Fig. 1: run 1, congestion heat map
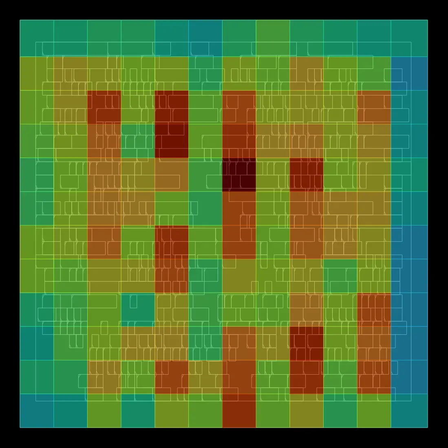
Fig. 2: run 1, nets reached from selected ports
Drawn at 3 px/um.
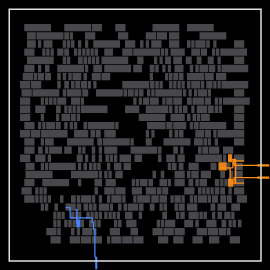
Fig. 3: run 1, metal 3
Drawn at 6 px/um. Cells faint in the background.
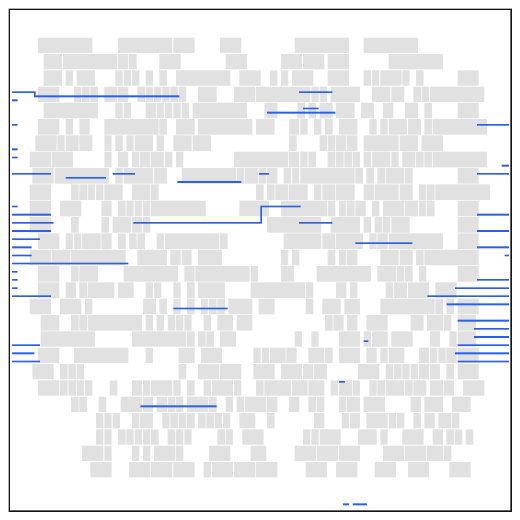
## config.mk

```make
export PLATFORM = sky130hd
export DESIGN_NAME = ex_hazard_ctrl
export DESIGN_NICKNAME = d
export VERILOG_FILES = /design/src/rtl/ex_hazard_ctrl.sv
export SDC_FILE = /design/constraint.sdc
export NUM_CORES = 1
export LEC_CHECK = 0
export ABC_AREA = 1
export CORE_MARGIN = 3
export CORE_UTILIZATION = 45
export DETAILED_ROUTE_END_ITERATION = 12
export PLACE_DENSITY = 0.79
export RECOVER_POWER = 50
export SLEW_MARGIN = 20
export SYNTH_ARGS = -nofsm -noshare
export SYNTH_HDL_FRONTEND = slang
export SYNTH_SLANG_ARGS = --single-unit
export TNS_END_PERCENT = 5
```

## constraint.sdc

```tcl
create_clock -name clk -period 3 [get_ports clk]
set_input_delay 0.6 -clock clk [delete_from_list [all_inputs] [get_ports clk]]
set_output_delay 0.6 -clock clk [all_outputs]
set_load 0.03 [all_outputs]
```

## src/rtl/ex_hazard_ctrl.sv

```systemverilog
// EX-stage hazard controller: operand forwarding, load-use detection, multi-cycle
// op sequencing, branch/jump redirect flushes and saturating stall/flush counters.
module ex_hazard_ctrl #(
  parameter int unsigned MUL_LATENCY = 4,
  parameter int unsigned CNT_WIDTH   = 16
) (
  input  logic                 clk,
  input  logic                 rst_n,
  input  logic [4:0]           id_rs1_add_i,
  input  logic [4:0]           id_rs2_add_i,
  input  logic                 id_rs1_used_i,
  input  logic                 id_rs2_used_i,
  input  logic [4:0]           ex_rs1_add_i,
  input  logic [4:0]           ex_rs2_add_i,
  input  logic [4:0]           ex_rd_add_i,
  input  logic                 ex_RD_mem_i,
  input  logic                 ex_multi_i,
  input  logic [1:0]           ex_sel_alu1_i,
  input  logic [1:0]           ex_sel_alu2_i,
  input  logic [4:0]           mem_rd_add_i,
  input  logic                 mem_regwrite_i,
  input  logic [4:0]           wb_rd_add_i,
  input  logic                 wb_regwrite_i,
  input  logic                 mem_branch_i,
  input  logic                 mem_zero_i,
  input  logic                 mem_jump_i,
  output logic [1:0]           forwardA,
  output logic [1:0]           forwardB,
  output logic                 hazard,
  output logic                 redirect_o,
  output logic                 stall_pc_o,
  output logic                 stall_ifid_o,
  output logic                 stall_idex_o,
  output logic                 flush_ifid_o,
  output logic                 flush_idex_o,
  output logic                 flush,
  output logic                 mul_done_o,
  output logic [CNT_WIDTH-1:0] stall_cnt_o,
  output logic [CNT_WIDTH-1:0] flush_cnt_o
);

  localparam int unsigned BUSY_W    = (MUL_LATENCY > 2) ? $clog2(MUL_LATENCY) : 1;
  localparam int unsigned BUSY_INIT = MUL_LATENCY - 2;

  localparam logic [1:0] SEL_WB   = 2'b00;
  localparam logic [1:0] SEL_MEM  = 2'b01;
  localparam logic [1:0] SEL_PC   = 2'b10;
  localparam logic [1:0] SEL_REG1 = 2'b11;

  typedef enum logic {
    ST_RUN  = 1'b0,
    ST_BUSY = 1'b1
  } state_e;

  state_e              state_q, state_d;
  logic [BUSY_W-1:0]   cnt_q, cnt_d;

  logic                take_redirect;
  logic                load_use;
  logic                fwd_a_mem, fwd_a_wb;
  logic                fwd_b_mem, fwd_b_wb;

  // Operand forwarding: only register-sourced operands are candidates, MEM beats WB.
  always_comb begin
    fwd_a_mem = 1'b0;
    fwd_a_wb  = 1'b0;
    fwd_b_mem = 1'b0;
    fwd_b_wb  = 1'b0;
    if ((ex_sel_alu1_i == SEL_REG1) && (ex_rs1_add_i != 5'd0)) begin
      fwd_a_mem = mem_regwrite_i && (mem_rd_add_i == ex_rs1_add_i);
      fwd_a_wb  = !fwd_a_mem && wb_regwrite_i && (wb_rd_add_i == ex_rs1_add_i);
    end
    if ((ex_sel_alu2_i == SEL_PC) && (ex_rs2_add_i != 5'd0)) begin
      fwd_b_mem = mem_regwrite_i && (mem_rd_add_i == ex_rs2_add_i);
      fwd_b_wb  = !fwd_b_mem && wb_regwrite_i && (wb_rd_add_i == ex_rs2_add_i);
    end
  end

  always_comb begin
    forwardA = ex_sel_alu1_i;
    forwardB = ex_sel_alu2_i;
    if (fwd_a_mem)     forwardA = SEL_MEM;
    else if (fwd_a_wb) forwardA = SEL_WB;
    if (fwd_b_mem)     forwardB = SEL_MEM;
    else if (fwd_b_wb) forwardB = SEL_WB;
    hazard = fwd_a_mem || fwd_a_wb || fwd_b_mem || fwd_b_wb;
  end

  always_comb begin
    take_redirect = mem_jump_i || (mem_branch_i && mem_zero_i);
    load_use      = ex_RD_mem_i && (ex_rd_add_i != 5'd0) &&
                    ((id_rs1_used_i && (id_rs1_add_i == ex_rd_add_i)) ||
                     (id_rs2_used_i && (id_rs2_add_i == ex_rd_add_i)));
  end

  // State register
  always_ff @(posedge clk or negedge rst_n) begin
    if (!rst_n) begin
      state_q <= ST_RUN;
      cnt_q   <= '0;
    end else begin
      state_q <= state_d;
      cnt_q   <= cnt_d;
    end
  end

  // Next-state: a redirect aborts any multi-cycle op in flight
  always_comb begin
    state_d = state_q;
    cnt_d   = cnt_q;
    if (take_redirect) begin
      state_d = ST_RUN;
      cnt_d   = '0;
    end else begin
      case (state_q)
        ST_RUN: begin
          if (ex_multi_i) begin
            state_d = ST_BUSY;
            cnt_d   = BUSY_W'(BUSY_INIT);
          end
        end
        ST_BUSY: begin
          if (cnt_q != '0) cnt_d   = cnt_q - BUSY_W'(1);
          else             state_d = ST_RUN;
        end
        default: begin
          state_d = ST_RUN;
          cnt_d   = '0;
        end
      endcase
    end
  end

  // Outputs: redirect > multi-cycle > load-use; all controls held low while in reset
  always_comb begin
    redirect_o   = 1'b0;
    stall_pc_o   = 1'b0;
    stall_ifid_o = 1'b0;
    stall_idex_o = 1'b0;
    flush_ifid_o = 1'b0;
    flush_idex_o = 1'b0;
    flush        = 1'b0;
    mul_done_o   = 1'b0;
    if (rst_n) begin
      if (take_redirect) begin
        redirect_o   = 1'b1;
        flush_ifid_o = 1'b1;
        flush_idex_o = 1'b1;
        flush        = 1'b1;
      end else begin
        case (state_q)
          ST_RUN: begin
            if (ex_multi_i) begin
              stall_pc_o   = 1'b1;
              stall_ifid_o = 1'b1;
              stall_idex_o = 1'b1;
              flush        = 1'b1;
            end else if (load_use) begin
              stall_pc_o   = 1'b1;
              stall_ifid_o = 1'b1;
              flush_idex_o = 1'b1;
            end
          end
          ST_BUSY: begin
            if (cnt_q != '0) begin
              stall_pc_o   = 1'b1;
              stall_ifid_o = 1'b1;
              stall_idex_o = 1'b1;
              flush        = 1'b1;
            end else begin
              mul_done_o   = 1'b1;
            end
          end
          default: ;
        endcase
      end
    end
  end

  // Saturating performance counters
  always_ff @(posedge clk or negedge rst_n) begin
    if (!rst_n) begin
      stall_cnt_o <= '0;
      flush_cnt_o <= '0;
    end else begin
      if (stall_pc_o && (stall_cnt_o != {CNT_WIDTH{1'b1}}))
        stall_cnt_o <= stall_cnt_o + CNT_WIDTH'(1);
      if (redirect_o && (flush_cnt_o != {CNT_WIDTH{1'b1}}))
        flush_cnt_o <= flush_cnt_o + CNT_WIDTH'(1);
    end
  end

endmodule

```

==> flow_metrics.tcl, run 1 <==
# yosys + openroad results
set metrics [dict create \
    die_h_um 83.4 \
    postCtsSetupRepairBufs 0 \
    clock_path_buffers 2 \
    coreArea_um2 5640 \
    avgViaCountPerCell 4.94 \
    netlist_area_um2 2700 \
    fmax_mhz 352 \
    numCtsBuffers 5 \
    warnings 26 \
    final_area_um2 3770 \
    ys_top_cells_by_count "nand2_1, nor2_1, inv_1" \
    n_antenna_cell 0 \
    critPathArrivalTime_ns 2.24 \
    grt_usage 0.209 \
    topCellsByArea "dfrtp_1, nand2_1, nor2_1" \
    top_cell_area_share 0.325 \
    ys_cells 401 \
    synth_area_per_cell_um2 6.72 \
    worstSetupEndpoint "forwardA[1]" \
    status "finished clean" \
    grt_remaining_overflow 0 \
    rsz0062_at_grt "no" \
    path_depth 9 \
    ys_ff 35 \
    dpl-instance-area_um2 3690 \
    critPathKind "input pin to output pin" \
    drt_iter0_drc 126 \
    wl_per_cell_um 12.3 \
    fp_nets 454 \
    end_kind "output pin" \
    r2r-start "flush_cnt_o[0]" \
    cts_root_buf "clkbuf_8" \
    r2r-end "flush_cnt_o[4]" \
    relSlewSlack 0.695 \
    htree_levels 2 \
    setup_viol 0 \
    clkTransAtPathRegs_ns 0.07 \
    clock_skew_ns 0.00590 \
    grt_pass1_wl_mm 12.3 \
    worstPathCellList "clkdlybuf4s50_1 > or2_2 > a21oi_1 > nand4_1 > nor2_1 > nand2_1 > nand2_1 > nor2_1 > dlygate4sd2_1" \
    r2r_cells 8 \
    vias 2831 \
    die_area_um2 6960 \
    grt_pass1_vias 2782 \
    finalWorstPathRequiredPeriod_ns 2.84 \
    synthToLayoutAreaGrowth_pct 40.0 \
    p_leak_nw 1.86 \
    top_cell "nand2_1" \
    critPathMaxFanout 5 \
    antenna_found_initial 0 \
    post-route-period-util 0.946 \
    grt_max_degree 37 \
    r2r_slack_ns 1.05 \
    route.detailed.drc 0 \
    fin_nets 553 \
    cts_sinks 35 \
    hpwl_mm 5.49 \
    antenna_left 0 \
    required_ns 2.40 \
    synth_warnings 0 \
    cpPeakStageDelay_ns 0.46 \
    gp_congestion 0.907 \
    die_width_um 83.4 \
    ys.flop_type "dfrtp_1" \
    fp_util 0.478 \
    timing.final.max_slew_violations 0 \
    cp_slowest_cell "clkdlybuf4s50_1" \
    critPathLaunch "ex_rs1_add_i[3]" \
    hold_viol_final 0 \
    hold_path.class "input pin to async pin" \
    yosys_area_um2 2700 \
    worst-path-buf-inv 2 \
    ys_types 31 \
    num_io_pins 95 \
    edf_count 0 \
    ys_seq_frac 0.325 \
    async_flop_share 1.00 \
]
Notes on Fig. 1 above:
busiest grt layer: met2
Core Util, Final: 0.669

Notes on Fig. 2 above:
orange -> ex_sel_alu1_i  # direction input, edge right, end cells 3, buffers 2, wire 50.6 um
blue -> id_rs2_used_i  # direction input, edge bottom, end cells 1, buffers 1, wire 32.5 um

Notes on Fig. 3 above:
share of all routed wire = 4.6%
longest straight run = 23.9 um
nets with wire on the layer = 48
main direction = horizontal
wire length on this layer = 325 um

-- run 1: timing repair --
action	CTS	global route
endpoints found under the hold margin	0	0
gates resized	2	1
setup endpoints to repair	2	1
hold buffers	0	0
pin swaps	0	0
-- run 1: sequential cells by signal (all words and copies together), names as in the netlist --
name,count
flush_cnt_o,16
stall_cnt_o,16
cnt_q,2
state_q,1
-- run 1: per-stage QoR --
step	hold WS [ns]	std cells	power [W]	setup WS [ns]	setup TNS [ns]
final	0.450	573	0.00164	0.161	0
after global placement	0.503	565	0.00131	-0.0649	-0.0916
after CTS	0.406	573	0.00166	0.0473	0
after floorplan	0.304	401	0.00102	0.186	0
after global routing	0.518	573	0.00175	0.0498	0
after detailed placement	0.520	565	0.00132	-0.0810	-0.120
-- run 1: where the power goes --
group	switching [W]	leakage [nW]	internal [W]	total (W)
clock	0.000173	0.0422	0.000163	0.000336
combinational	0.000368	1.35	0.000284	0.000652
sequential	0.000109	0.468	0.000544	0.000653
total	0.000650	1.86	0.000991	0.00164
-- run 1: how the worst min path moves through the flow --
stage	slack [ns]	depth (start not counted)	endpoint
after floorplan	0.30	0	cnt_q[0]
after global placement	0.50	1	flush_cnt_o[10]
after detailed placement	0.52	1	flush_cnt_o[10]
after CTS	0.41	2	stall_cnt_o[10]
after global routing	0.52	2	stall_cnt_o[10]
final	0.45	2	stall_cnt_o[9]
-- run 1: placed cells by master (no fill, tap or decap), types with 11 or more instances in the layout --
cell type	n
nand2_1	136
clkdlybuf4s50_1	75
nor2_1	49
inv_1	48
dfrtp_1	35
nand3_1	25
nand4_1	23
xnor2_1	16
xor2_1	15
buf_4	11
-- run 1: cell families after synthesis --
| family | after synthesis | synth area share |
|---|---|---|
| AND/OR/NAND/NOR | 250 | 0.415 |
| buffers and inverters | 58 | 0.0919 |
| flip-flops | 35 | 0.325 |
| XOR/XNOR | 31 | 0.101 |
| AND-OR/OR-AND | 24 | 0.0534 |
| adder cells (fa/ha/maj) | 3 | 0.0139 |
-- run 1: final cells by class --
class	count	area [um2]
fillers	511	1870
multi-input cells	308	1570
repair buffers	100	967
flip-flops and latches	35	876
inverters	50	188
well taps	72	90.1
clock buffers	7	76.3
clock inverters	1	5.00
-- run 1: routing by layer --
layer	wire, um	vias to the layer above
met5	0	-
met4	91	0
met3	324	11
met2	3500	62
met1	3120	1287
li1	-	1471
## Run 2: what changed since run 1
--- a/config.mk
+++ b/config.mk
@@ -8,8 +8,9 @@
 export ABC_AREA = 1
 export CORE_MARGIN = 3
 export CORE_UTILIZATION = 45
+export CTS_CLUSTER_DIAMETER = 120
 export DETAILED_ROUTE_END_ITERATION = 12
-export PLACE_DENSITY = 0.79
+export PLACE_DENSITY_LB_ADDON = 0.2
 export RECOVER_POWER = 50
 export SLEW_MARGIN = 20
 export SYNTH_ARGS = -nofsm -noshare
Fig. 4: run 2, placement density heat map
Drawn at 4 px/um. The die is cut into 8 by 8 equal tiles; dark blue is low, red is high, 0 to 100% covered.
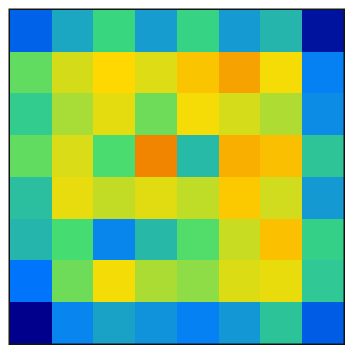
fullest tile = 85%
emptiest ninth of the die = lower left
tiles over 75% full = 13%
nearly empty tiles = 1.6%
Core Area: 5640 um2
Core Util, Final: 0.665
Starting Density: 0.478

==> flow_metrics.tcl, run 2 <==
# yosys + openroad results
set metrics [dict create \
    async_flop_share 1.00 \
    antenna_found_initial 0 \
    wl_per_cell_um 12.2 \
    ys_seq_frac 0.325 \
    cts_sinks 35 \
    die_h_um 83.4 \
    hold_viol_final 0 \
    top_cell_area_share 0.325 \
    setup_ws_ns 0.145 \
    grt_pass1_wl_mm 12.2 \
    ys_sh_mux 0 \
    first_pass_iters 4 \
    clkTransAtPathRegs_ns 0.07 \
    synthToLayoutAreaGrowth_pct 39.1 \
    fillers 528 \
    grt_usage 0.207 \
    dp_cells 563 \
    grt-busiest-layer "met2" \
    hold_path.class "input pin to async pin" \
    fp_nets 454 \
    ys_sh_adder 0.0139 \
    netlist_area_um2 2700 \
    worst-path-buf-inv 2 \
    required_ns 2.40 \
    top_area_cell "dfrtp_1" \
    p_leak_nw 1.86 \
    post-route-period-util 0.952 \
    timing.critical_path.mode_cell "nand2_1" \
    critPathKind "input pin to output pin" \
    finalWorstPathRequiredPeriod_ns 2.85 \
    setup_viol 0 \
    drv_cap 0 \
    timing.final.max_slew_violations 0 \
    rsz0062_at_grt "no" \
    swShare 0.401 \
    ys_top_cells_by_count "nand2_1, nor2_1, inv_1" \
    worstSkewPairLatency_ns 0.29 \
    clock_skew_ns 0.00315 \
    use_met1 0.269 \
    wl_mm 6.98 \
    ys_cells 401 \
    p_switching_w 0.000661 \
    yosys.area_share.aoi 0.0534 \
    numCtsBuffers 5 \
    route.detailed.drc 0 \
    grt_remaining_overflow 0 \
    ys.flop_type "dfrtp_1" \
    reg_top3 "flush_cnt_o x16, stall_cnt_o x16, cnt_q x2" \
    power_frac_clock 0.208 \
    met3_usage 0.0427 \
    n_antenna_cell 0 \
    ys_ff 35 \
    fmax_mhz 350 \
    p_total_w 0.00165 \
    num_io_pins 95 \
    synth_area_per_cell_um2 6.72 \
    io_buffers 94 \
    cp_slowest_cell "clkdlybuf4s50_1" \
    use_met2 0.348 \
    comb_power_share 0.398 \
    edf_count 0 \
    hpwl_mm 5.45 \
    rows 27 \
    fin_cells 571 \
    topCellsByArea "dfrtp_1, nand2_1, nor2_1" \
    layout-drive-gt1-share 0.0701 \
    cts_tree "yes" \
    worstPathCellList "clkdlybuf4s50_1 > or2_2 > a21oi_1 > nand4_1 > nor2_2 > nand2_1 > nand2_1 > nor2_1 > dlygate4sd2_1" \
    vdd_drop_max_mv 0.504 \
    antenna_left 0 \
    cp_top_family "buffers and inverters" \
    drt_iter0_drc 121 \
    mostFrequentLayoutCells "nand2_1, clkdlybuf4s50_1, inv_1, nor2_1, dfrtp_1" \
    clock_path_buffers 2 \
    grt_pass1_vias 2741 \
    cpPeakStageDelay_ns 0.47 \
    grt_max_degree 37 \
    critPathMaxFanout 5 \
    final_common_cell "nand2_1" \
    cts_root_buf "clkbuf_8" \
    yosys_area_um2 2700 \
    max_slew.worst_pin.slew_ns 0.459 \
    synth_warnings 0 \
    syn_inst 401 \
    pwr-share-seq 0.395 \
    power_per_cell_area_nw_per_um2 439 \
    pre_cts_slack_ns -0.119 \
    avgViaCountPerCell 5.01 \
    ys_sh_simple 0.415 \
    relSlewSlack 0.694 \
    critPathArrivalTime_ns 2.25 \
    ys_types 31 \
    xor_share 0.101 \
    fin_nets 551 \
    warnings 26 \
    end_kind "output pin" \
    die_area_um2 6960 \
    top_cell "nand2_1" \
    cp-start-kind "input pin" \
    fin_tns_setup_ns 0 \
    vias 2858 \
    top_logic_kind "simple AND/OR/NAND/NOR gates" \
    die_width_um 83.4 \
    gp_congestion 0.896 \
    p_int_w 0.000987 \
    status "finished clean" \
    htree_levels 2 \
]
-- run 2: netlist changes by cell type in the layout (fill, tap and decap cells not counted), sizes merged --
cell           previous run  this run
clkbuf                    8         6
clkdlybuf4s50            75        73
clkinv                    1         3
dlygate4sd3              10         8
buf                      11        13
-- run 2: metrics by stage --
step | cell area, um2 | util | hold WS [ns]
2_1_floorplan | 2700 | - | 0.304
5_1_grt | 3750 | 0.665 | 0.495
4_1_cts | 3750 | 0.665 | 0.409
3_3_place_gp | 3670 | 0.650 | 0.502
3_5_place_dp | 3670 | 0.650 | 0.505
6_report | 3750 | 0.665 | 0.445
-- run 2: worst paths after layout --
check,start,endpoint,slack (ns),cells after the start
setup / recovery,ex_rs1_add_i[3],forwardA[1],0.15,9
hold / removal,rst_n,flush_cnt_o[3],0.44,2
setup reg to reg,flush_cnt_o[0],flush_cnt_o[4],1.02,8
hold reg to reg,flush_cnt_o[10],flush_cnt_o[10],0.51,1
max in group asynchronous,rst_n,stall_cnt_o[5],2.24,2
min in group clk,flush_cnt_o[10],flush_cnt_o[10],0.51,1
-- run 2: cells by family after synthesis --
logic type      after synthesis
xor+xnor                     31
buf+inv                      58
compound gates               24
flops                        35
simple gates                250
fa+ha+maj                     3
-- run 2: cell type report --
cell class | instances | area [um2] | area share
Clock buffer | 5 | 68.8 | 0.0183
Clock inverter | 3 | 15.0 | 0.00400
Timing Repair Buffer | 98 | 942 | 0.251
Inverter | 50 | 188 | 0.0500
Tap cell | 72 | 90.1 | 0.0240
Sequential cell | 35 | 876 | 0.233
Multi-Input combinational cell | 308 | 1570 | 0.419
-- run 2: layer usage --
layer  up-vias  routed length, um
met2        73               3410
met5         -                  0
met1      1301               3120
li1       1476                  -
met4         0                 70
met3         8                375
-- run 2: power groups by stage --
| stage | clock network, W | registers [W] | logic (W) |
|---|---|---|---|
| floorplan | 0 | 0.000777 | 0.000245 |
| global placement | 0 | 0.000656 | 0.000653 |
| detailed placement | 0 | 0.000657 | 0.000664 |
| CTS | 0.000348 | 0.000649 | 0.000667 |
| global route | 0.000363 | 0.000668 | 0.000713 |
| finish | 0.000342 | 0.000651 | 0.000655 |
-- run 2: timing repair --
item	4_1_cts	5_1_grt
setup buffers	0	0
resized	2	2
hold buffers	0	0
endpoints found under the setup margin	2	2
gates cloned	0	0
Power and IR drop assume default switching activity.
